===== config.mk =====
export PLATFORM = sky130hd
export DESIGN_NAME = dac_iq_sequencer
export DESIGN_NICKNAME = d
export VERILOG_FILES = /design/src/rtl/dac_iq_sequencer_pkg.sv /design/src/rtl/dac_sample_fifo.sv /design/src/rtl/dac_iq_sequencer.sv
export SDC_FILE = /design/constraint.sdc
export NUM_CORES = 1
export LEC_CHECK = 0
export ABC_AREA = 1
export CAP_MARGIN = 25
export CELL_PAD_IN_SITES_DETAIL_PLACEMENT = 0
export CELL_PAD_IN_SITES_GLOBAL_PLACEMENT = 1
export CORE_MARGIN = 3
export CORE_UTILIZATION = 48
export CTS_BUF_LIST = sky130_fd_sc_hd__clkbuf_8
export CTS_CLUSTER_SIZE = 40
export DETAILED_ROUTE_END_ITERATION = 6
export PLACE_DENSITY = 0.93
export SLEW_MARGIN = 20
export SYNTH_ARGS = -nofsm -noshare
export SYNTH_HDL_FRONTEND = slang
export SYNTH_HIERARCHICAL = 1
export SYNTH_SLANG_ARGS = --single-unit

===== constraint.sdc =====
create_clock -name in_clk -period 3.1 [get_ports in_clk]
set_clock_uncertainty 0.1 [all_clocks]
set_input_delay 0.775 -clock in_clk [delete_from_list [all_inputs] [get_ports in_clk]]
set_output_delay 0.775 -clock in_clk [all_outputs]
set_load 0.005 [all_outputs]

===== src/rtl/dac_iq_sequencer_pkg.sv =====
// Shared types and defaults for the DAC I/Q interleaving sequencer.
package dac_iq_sequencer_pkg;

   localparam int DEF_DAC_DATA_WIDTH = 14;
   localparam int DEF_FIFO_DEPTH     = 4;
   localparam int DEF_SYNC_CYCLES    = 2;
   localparam int UFLOW_CNT_WIDTH    = 16;

   typedef enum logic [1:0] {
      ST_IDLE  = 2'd0,
      ST_SYNC  = 2'd1,
      ST_SLOT1 = 2'd2,
      ST_SLOT2 = 2'd3
   } seq_state_t;

   function automatic logic [UFLOW_CNT_WIDTH-1:0] sat_inc(input logic [UFLOW_CNT_WIDTH-1:0] v);
      return (&v) ? v : v + UFLOW_CNT_WIDTH'(1);
   endfunction

endpackage


===== src/rtl/dac_sample_fifo.sv =====
// Single-clock sample FIFO with registered ready and show-ahead read, so a word
// can be captured by the consumer on the same edge that pops it.
module dac_sample_fifo #(
   parameter int DATA_WIDTH = 14,
   parameter int DEPTH      = 4
) (
   input  logic                  in_clk,
   input  logic                  in_rst_n,
   input  logic [DATA_WIDTH-1:0] in_data,
   input  logic                  in_valid,
   output logic                  out_ready,
   input  logic                  in_pop,
   output logic [DATA_WIDTH-1:0] out_data,
   output logic                  out_empty
);
   localparam int              AW       = $clog2(DEPTH);
   localparam logic [AW:0]     LVL_ONE  = (AW+1)'(1);
   localparam logic [AW:0]     LVL_FULL = (AW+1)'(DEPTH);
   localparam logic [AW-1:0]   PTR_ONE  = AW'(1);

   logic [DATA_WIDTH-1:0] mem_reg [DEPTH];
   logic [AW-1:0]         wr_ptr_reg;
   logic [AW-1:0]         rd_ptr_reg;
   logic [AW:0]           level_reg;
   logic [AW:0]           level_next;
   logic                  ready_reg;
   logic                  push;
   logic                  pop;

   assign push = in_valid & ready_reg;
   assign pop  = in_pop & (level_reg != '0);

   always_comb begin
      level_next = level_reg;
      if (push && !pop)
         level_next = level_reg + LVL_ONE;
      else if (pop && !push)
         level_next = level_reg - LVL_ONE;
   end

   // ready is computed from the post-update level so it tracks "not full" with no lag
   always_ff @(posedge in_clk or negedge in_rst_n) begin
      if (!in_rst_n) begin
         wr_ptr_reg <= '0;
         rd_ptr_reg <= '0;
         level_reg  <= '0;
         ready_reg  <= 1'b0;
      end else begin
         if (push)
            wr_ptr_reg <= wr_ptr_reg + PTR_ONE;
         if (pop)
            rd_ptr_reg <= rd_ptr_reg + PTR_ONE;
         level_reg <= level_next;
         ready_reg <= (level_next != LVL_FULL);
      end
   end

   always_ff @(posedge in_clk) begin
      if (push)
         mem_reg[wr_ptr_reg] <= in_data;
   end

   assign out_ready = ready_reg;
   assign out_data  = mem_reg[rd_ptr_reg];
   assign out_empty = (level_reg == '0);

endmodule


===== src/rtl/dac_iq_sequencer.sv =====
// Interleaves buffered I (ch1) and Q (ch2) samples onto one DAC write channel,
// with an IQRESET sync phase on start and atomic pair repeat on underflow.
module dac_iq_sequencer
   import dac_iq_sequencer_pkg::*;
#(
   parameter int INT_DAC_DATA_WIDTH = DEF_DAC_DATA_WIDTH,
   parameter int INT_FIFO_DEPTH     = DEF_FIFO_DEPTH,
   parameter int INT_SYNC_CYCLES    = DEF_SYNC_CYCLES
) (
   input  logic                          in_clk,
   input  logic                          in_rst_n,
   input  logic                          in_en,
   input  logic [INT_DAC_DATA_WIDTH-1:0] in_ch1_data,
   input  logic                          in_ch1_valid,
   output logic                          out_ch1_ready,
   input  logic [INT_DAC_DATA_WIDTH-1:0] in_ch2_data,
   input  logic                          in_ch2_valid,
   output logic                          out_ch2_ready,
   output logic [INT_DAC_DATA_WIDTH-1:0] out_data,
   output logic                          out_valid,
   input  logic                          in_ready,
   output logic                          out_iqsel,
   output logic                          out_iqreset,
   output logic                          out_busy,
   output logic                          out_underflow,
   output logic [UFLOW_CNT_WIDTH-1:0]    out_underflow_cnt,
   input  logic                          in_clr_underflow
);
   localparam int            W         = INT_DAC_DATA_WIDTH;
   localparam int            SW        = (INT_SYNC_CYCLES > 1) ? $clog2(INT_SYNC_CYCLES) : 1;
   localparam logic [SW-1:0] SYNC_LAST = SW'(INT_SYNC_CYCLES - 1);
   localparam logic [SW-1:0] SYNC_ONE  = SW'(1);

   seq_state_t                 state_reg, state_next;
   logic [SW-1:0]              sync_cnt_reg, sync_cnt_next;
   logic [W-1:0]               data_reg, data_next;
   logic [W-1:0]               pair_ch1_reg, pair_ch1_next;
   logic [W-1:0]               pair_ch2_reg, pair_ch2_next;
   logic                       uflow_reg, uflow_next;
   logic [UFLOW_CNT_WIDTH-1:0] uflow_cnt_reg, uflow_cnt_next;
   logic                       fetch;
   logic                       pop;
   logic                       uflow_evt;

   logic [W-1:0] fifo_wdata [2];
   logic [W-1:0] fifo_rdata [2];
   logic [1:0]   fifo_valid;
   logic [1:0]   fifo_ready;
   logic [1:0]   fifo_empty;

   assign fifo_wdata[0] = in_ch1_data;
   assign fifo_wdata[1] = in_ch2_data;
   assign fifo_valid    = {in_ch2_valid, in_ch1_valid};

   genvar gi;
   generate
      for (gi = 0; gi < 2; gi++) begin : g_ch
         dac_sample_fifo #(
            .DATA_WIDTH (W),
            .DEPTH      (INT_FIFO_DEPTH)
         ) u_fifo (
            .in_clk    (in_clk),
            .in_rst_n  (in_rst_n),
            .in_data   (fifo_wdata[gi]),
            .in_valid  (fifo_valid[gi]),
            .out_ready (fifo_ready[gi]),
            .in_pop    (pop),
            .out_data  (fifo_rdata[gi]),
            .out_empty (fifo_empty[gi])
         );
      end
   endgenerate

   always_comb begin
      state_next     = state_reg;
      sync_cnt_next  = sync_cnt_reg;
      data_next      = data_reg;
      pair_ch1_next  = pair_ch1_reg;
      pair_ch2_next  = pair_ch2_reg;
      uflow_next     = uflow_reg;
      uflow_cnt_next = uflow_cnt_reg;
      fetch          = 1'b0;
      pop            = 1'b0;
      uflow_evt      = 1'b0;

      case (state_reg)
         ST_IDLE: begin
            if (in_en) begin
               state_next    = ST_SYNC;
               sync_cnt_next = '0;
            end
         end
         ST_SYNC: begin
            if (!in_en) begin
               state_next = ST_IDLE;
            end else if (sync_cnt_reg == SYNC_LAST) begin
               state_next = ST_SLOT1;
               fetch      = 1'b1;
            end else begin
               sync_cnt_next = sync_cnt_reg + SYNC_ONE;
            end
         end
         ST_SLOT1: begin
            if (in_ready) begin
               state_next = ST_SLOT2;
               data_next  = pair_ch2_reg;
            end
         end
         ST_SLOT2: begin
            if (in_ready) begin
               if (in_en) begin
                  state_next = ST_SLOT1;
                  fetch      = 1'b1;
               end else begin
                  state_next = ST_IDLE;
               end
            end
         end
         default: state_next = ST_IDLE;
      endcase

      // A pair is taken only when both channels can supply; otherwise replay the last one
      if (fetch) begin
         if (fifo_empty != 2'b00) begin
            uflow_evt = 1'b1;
            data_next = pair_ch1_reg;
         end else begin
            pop           = 1'b1;
            pair_ch1_next = fifo_rdata[0];
            pair_ch2_next = fifo_rdata[1];
            data_next     = fifo_rdata[0];
         end
      end

      if (in_clr_underflow) begin
         uflow_next     = 1'b0;
         uflow_cnt_next = '0;
      end
      if (uflow_evt) begin
         uflow_next     = 1'b1;
         uflow_cnt_next = sat_inc(uflow_cnt_next);
      end
   end

   always_ff @(posedge in_clk or negedge in_rst_n) begin
      if (!in_rst_n) begin
         state_reg     <= ST_IDLE;
         sync_cnt_reg  <= '0;
         data_reg      <= '0;
         pair_ch1_reg  <= '0;
         pair_ch2_reg  <= '0;
         uflow_reg     <= 1'b0;
         uflow_cnt_reg <= '0;
      end else begin
         state_reg     <= state_next;
         sync_cnt_reg  <= sync_cnt_next;
         data_reg      <= data_next;
         pair_ch1_reg  <= pair_ch1_next;
         pair_ch2_reg  <= pair_ch2_next;
         uflow_reg     <= uflow_next;
         uflow_cnt_reg <= uflow_cnt_next;
      end
   end

   assign out_data          = data_reg;
   assign out_valid         = (state_reg == ST_SLOT1) || (state_reg == ST_SLOT2);
   assign out_iqsel         = (state_reg == ST_SLOT1);
   assign out_iqreset       = (state_reg == ST_IDLE) || (state_reg == ST_SYNC);
   assign out_busy          = (state_reg != ST_IDLE);
   assign out_underflow     = uflow_reg;
   assign out_underflow_cnt = uflow_cnt_reg;
   assign out_ch1_ready     = fifo_ready[0];
   assign out_ch2_ready     = fifo_ready[1];

endmodule

==> run_1/power_grid.png <==
Bar = 50 um. Pins as bars on the die edge.
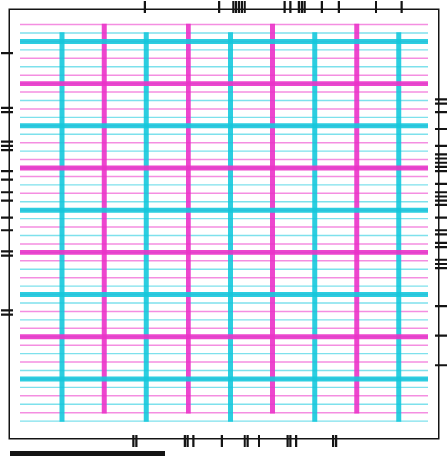
| net | colour |
|---|---|
| VDD | magenta |
| VSS | cyan |
met1 rails: 48
met5 straps: 9
rows: 47
Max VDD drop: 355 uV
width of the die: 138 um
core area: 16800 um2
Die Height: 138 um

==> run_1/placement_by_type.png <==
Bar = 50 um.
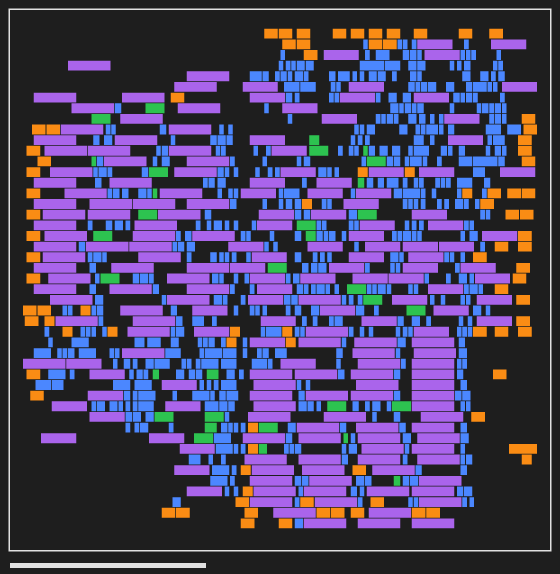
| class | colour | cells |
|---|---|---|
| other buffers and delay cells | orange | 88 |
| combinational and other logic | blue | 569 |
| clock drivers and dummy loads | green | 32 |
| flops | purple | 190 |
Final Util: 57.3%
Finished Cell Area: 9630 um2
Seq/total area: 55.2%
Rows: 47

==> run_1/clk_routes.png <==
Bar = 50 um.
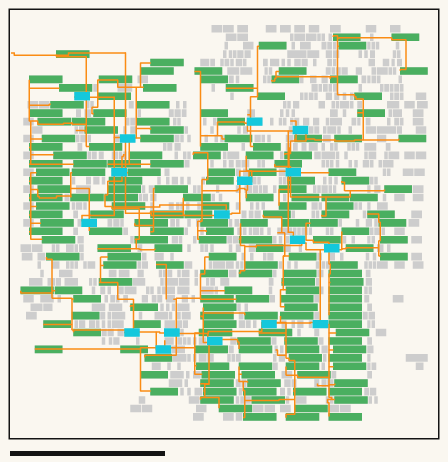
[clock drivers] cyan | count: 17
[clock wires] orange | length: 1960 um
[flip-flops] green | count: 190
flops lie: spread over the die
routed clock nets: 18
P_clk: 1.43 mW
clock group share of total power: 18.3%

-- run 1: cell type report --
cell class / instances / area, um2 / share of cell area, %
Clock buffer: 20 / 275 / 2.86
Clock inverter: 12 / 68.8 / 0.714
Inverter: 58 / 223 / 2.31
Multi-Input combinational cell: 511 / 2630 / 27.3
Sequential cell: 190 / 5320 / 55.2
Tap cell: 220 / 275 / 2.86
Timing Repair Buffer: 88 / 848 / 8.81
-- run 1: through the flow --
step | hold WS [ns] | setup slack [ns] | total power [mW] | std cells | cell area, um2
2_1_floorplan | 0.337 | 0.906 | 5.57 | 789 | 8360
6_report | 0.246 | 0.602 | 7.84 | 1099 | 9630
5_1_grt | 0.247 | 0.390 | 8.48 | 1099 | 9630
3_5_place_dp | 0.354 | 0.191 | 6.50 | 1067 | 9290
3_3_place_gp | 0.350 | 0.253 | 6.41 | 1067 | 9290
4_1_cts | 0.223 | 0.542 | 7.93 | 1099 | 9630
-- run 1: power by group through the flow --
stage / combinational [mW] / clock (mW) / sequential (mW)
final: 2.66 / 1.43 / 3.75
after global routing: 3.06 / 1.61 / 3.82
after CTS: 2.70 / 1.48 / 3.75
after detailed placement: 2.69 / 0 / 3.80
after global placement: 2.62 / 0 / 3.79
after floorplan: 1.87 / 0 / 3.69
-- run 1: worst max-delay path, delay by kind of cell, from the launching register on --
family	cells	cell delay (ns)
buffers and inverters	2	0.61
DFF	1	0.42
and+or+nand+nor	1	0.16
-- run 1: cells by family after synthesis --
kind of cell               synth area share [%]
AOI/OAI and AO/OA                          8.29
xor gates and xnor gates                   1.26
adders and majority gates                  2.24
buffers and inverters                      5.01
DFF                                        63.6
and+or+nand+nor                            19.6
==> run_results.csv, run 1 <==
group,metric,value,unit
synth,ys_cells,789,
route,drc,0,
critical_path,worstPathMaxFanout,5,
job,drv_cap,0,
grt,grtUsageMet1,25.6,%
final_timing,period_needed,2.50,ns
critical_path,worst-r2r-setup-slack,0.64,ns
floorplan,io_pins,72,
layout,num-fill-cells,1472,
floorplan,chip_area,19000,um2
synth,topCellsByArea,"edfxtp_1 (40%), dfrtp_1 (23%), nand2_1 (7.9%)",
route,wl_met3,941,um
cts,cts_tree,"built",
cts,post_cts_buffers,0,
place,place_hpwl,10.9,mm
final_timing,fmax,0.400,GHz
route,routed_wl,16.2,mm
layout,final_nets,916,
synth,synth.distinct_cells,30,
synth,synth_seq_share,63.6,%
layout,antenna_cells,0,
power_and_ir_drop,p_sw,2.83,mW
status,outcome,"finished clean",
power_and_ir_drop,power_density,814,nW/um2
floorplan,fp-utilization,49.7,%
route,wl_met1,7.31,mm
synth,ys_area,8360,um2
grt,grt_max_degree,79,
final_timing,fin_tns_setup,0,ns
layout,layout.cells.most_common,"nand2_1",
synth,yosysTopAreaCell,"edfxtp_1",
grt,track_usage,18.2,%
synth,ys_seq_elements,190,
power_and_ir_drop,p_comb_share,34.0,%
cts,clockRootBuffer,"clkbuf_8",
synth,edf_count,112,
grt,antenna_found_initial,0,
cts,clk_path_buf_depth,2,
synth,yosys.area.top_type_share,40.2,%
critical_path,reg2reg_to,"pair_ch2_reg[8]",
grt,overflow,0,
critical_path,cp.arrival,1.62,ns
critical_path,max_stage_delay,0.53,ns
cts,clock-sinks,190,
power_and_ir_drop,leakage,3.98,nW
cts,clk_pin_slew,0.10,ns
==> run 2, diff against run 1 <==
--- a/config.mk
+++ b/config.mk
@@ -10,11 +10,11 @@
 export CELL_PAD_IN_SITES_DETAIL_PLACEMENT = 0
 export CELL_PAD_IN_SITES_GLOBAL_PLACEMENT = 1
 export CORE_MARGIN = 3
-export CORE_UTILIZATION = 48
+export CORE_UTILIZATION = 43
 export CTS_BUF_LIST = sky130_fd_sc_hd__clkbuf_8
 export CTS_CLUSTER_SIZE = 40
 export DETAILED_ROUTE_END_ITERATION = 6
-export PLACE_DENSITY = 0.93
+export PLACE_DENSITY = 0.88
 export SLEW_MARGIN = 20
 export SYNTH_ARGS = -nofsm -noshare
 export SYNTH_HDL_FRONTEND = slang
==> constraint.sdc (replaced) <==
create_clock -name in_clk -period 2 [get_ports in_clk]
set_clock_uncertainty 0.1 [all_clocks]
set_input_delay 0.5 -clock in_clk [delete_from_list [all_inputs] [get_ports in_clk]]
set_output_delay 0.5 -clock in_clk [all_outputs]
set_load 0.005 [all_outputs]
==> run_results.csv, run 2 <==
group,metric,value,unit
place,dpl_cell_area,9660,um2
critical_path,crit_cells,1,
power_and_ir_drop,total_power,13.1,mW
final_timing,fmax,0.514,GHz
job,drv_cap,0,
place,place_hpwl,12.1,mm
final_timing,fin_tns_setup,0,ns
power_and_ir_drop,leakage,4.61,nW
cts,cts_tree,"built",
synth,yosysTopAreaCell,"edfxtp_1",
critical_path,critical_path.top_delay_family,"buffers and inverters",
layout,num-fill-cells,1616,
floorplan,fp-utilization,44.3,%
synth,yosys.area.top_type_share,40.2,%
layout,design_area,10400,um2
final_timing,hold_ws,0.314,ns
status,outcome,"finished clean",
synth,ys_seq_elements,190,
grt,track_usage,17.0,%
synth,synth_seq_share,63.6,%
layout,final_cells,1211,
cts,clock-sinks,190,
critical_path,cp.buffers_inverters,1,
floorplan,chip_area,21200,um2
synth,ys_area,8360,um2
synth,edf_count,112,
power_and_ir_drop,p_comb_share,36.0,%
layout,antenna_cells,0,
critical_path,worst-r2r-setup-slack,0.11,ns
power_and_ir_drop,power_density,1260,nW/um2
cts,clk_path_buf_depth,2,
layout,layout.cells.most_common,"nand2_1",
critical_path,reg2reg_to,"out_underflow_cnt[3]",
place,preCtsSetupSlack,-0.379,ns
final_timing,period_needed,1.94,ns
power_and_ir_drop,p_sw,4.77,mW
route,drc,0,
grt,grt_max_degree,36,
grt,antenna_found_initial,0,
critical_path,cp.arrival,1.34,ns
cts,clk_pin_slew,0.12,ns
synth,ys_cells,789,
run 2: what timing repair did:
action / 4_1_cts / 5_1_grt
buffers inserted: 18 / 18
setup endpoints to repair: 24 / 79
gates resized: 17 / 26
endpoints found under the hold margin: 24 / 0
gates cloned: 0 / 1
hold buffers: 1 / 0
pin swaps: 0 / 7
run 2: cell families after synthesis:
group	synth area share, %
simple gates	19.6
flops	63.6
compound gates	8.29
buf+inv	5.01
fa+ha+maj	2.24
xor+xnor	1.26
run 2: power groups by stage:
stage	Sequential [mW]	Clock, mW	Combinational, mW
after floorplan	5.72	0	2.95
after CTS	5.77	2.70	4.54
final	5.77	2.65	4.73
after global routing	5.87	2.90	5.33
after detailed placement	5.87	0	4.47
after global placement	5.84	0	4.38
run 2: worst min-delay path by stage:
stage / from / end / slack, ns / cells past startpoint
after global routing: in_clr_underflow / out_underflow_cnt[1] / 0.34 / 4
after detailed placement: in_rst_n / out_underflow_cnt[0] / 0.35 / 1
final: in_en / sync_cnt_reg / 0.31 / 4
after global placement: in_rst_n / out_underflow_cnt[1] / 0.34 / 1
after floorplan: in_rst_n / asynchronous set/reset pin / 0.10 / 0
after CTS: in_rst_n / out_underflow_cnt[6] / 0.37 / 2
run 2: area by class of cell:
cell class	instances	area, um2	share of cell area (%)
Sequential cell	190	5320	51.1
Tap cell	260	325	3.12
Timing Repair Buffer	159	1460	14.1
Clock inverter	15	194	1.86
Clock buffer	17	234	2.25
Multi-Input combinational cell	512	2660	25.5
Inverter	58	225	2.16
run 2: per-layer routing:
metal  up-vias  track usage (%)  routed length, um
met4         0             4.13                141
li1       2958                -                  -
met1      2798             23.0               8160
met2       127             28.4               8860
met3        14             3.36                690
met5         -                0                  0
==> run_2/congestion.png <==
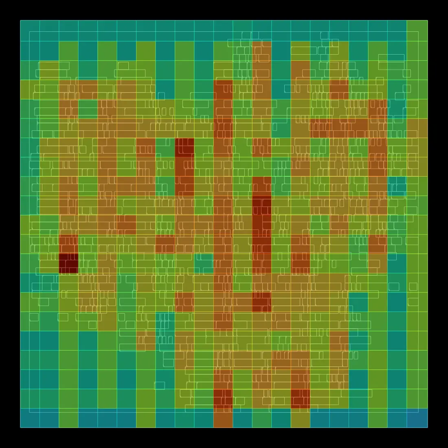
post-DR wirelength/cell: 14.7 um
met2 Resource Use GR: 28.4%
Final Util: 55.1%
busiest grt layer: met2

==> run_2/clk_routes.png <==
Bar = 50 um.
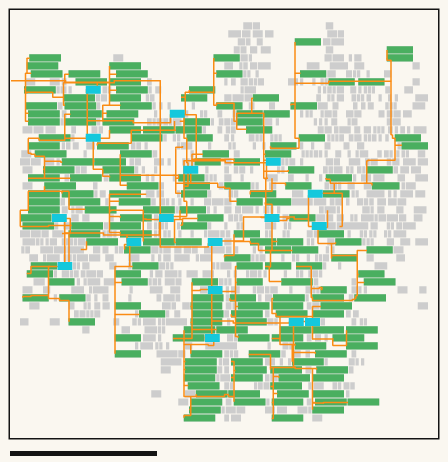
[clock drivers] cyan | count: 17
[flip-flops] green | count: 190
[clock wires] orange | length: 1970 um
routed clock nets: 18
flops lie: spread over the die
Clk Latency, worst-skew pair: 0.47 ns
clock group share of total power: 20.1%
P_clk: 2.65 mW

Power figures rest on the tool's default switching activity, not on a simulated workload.
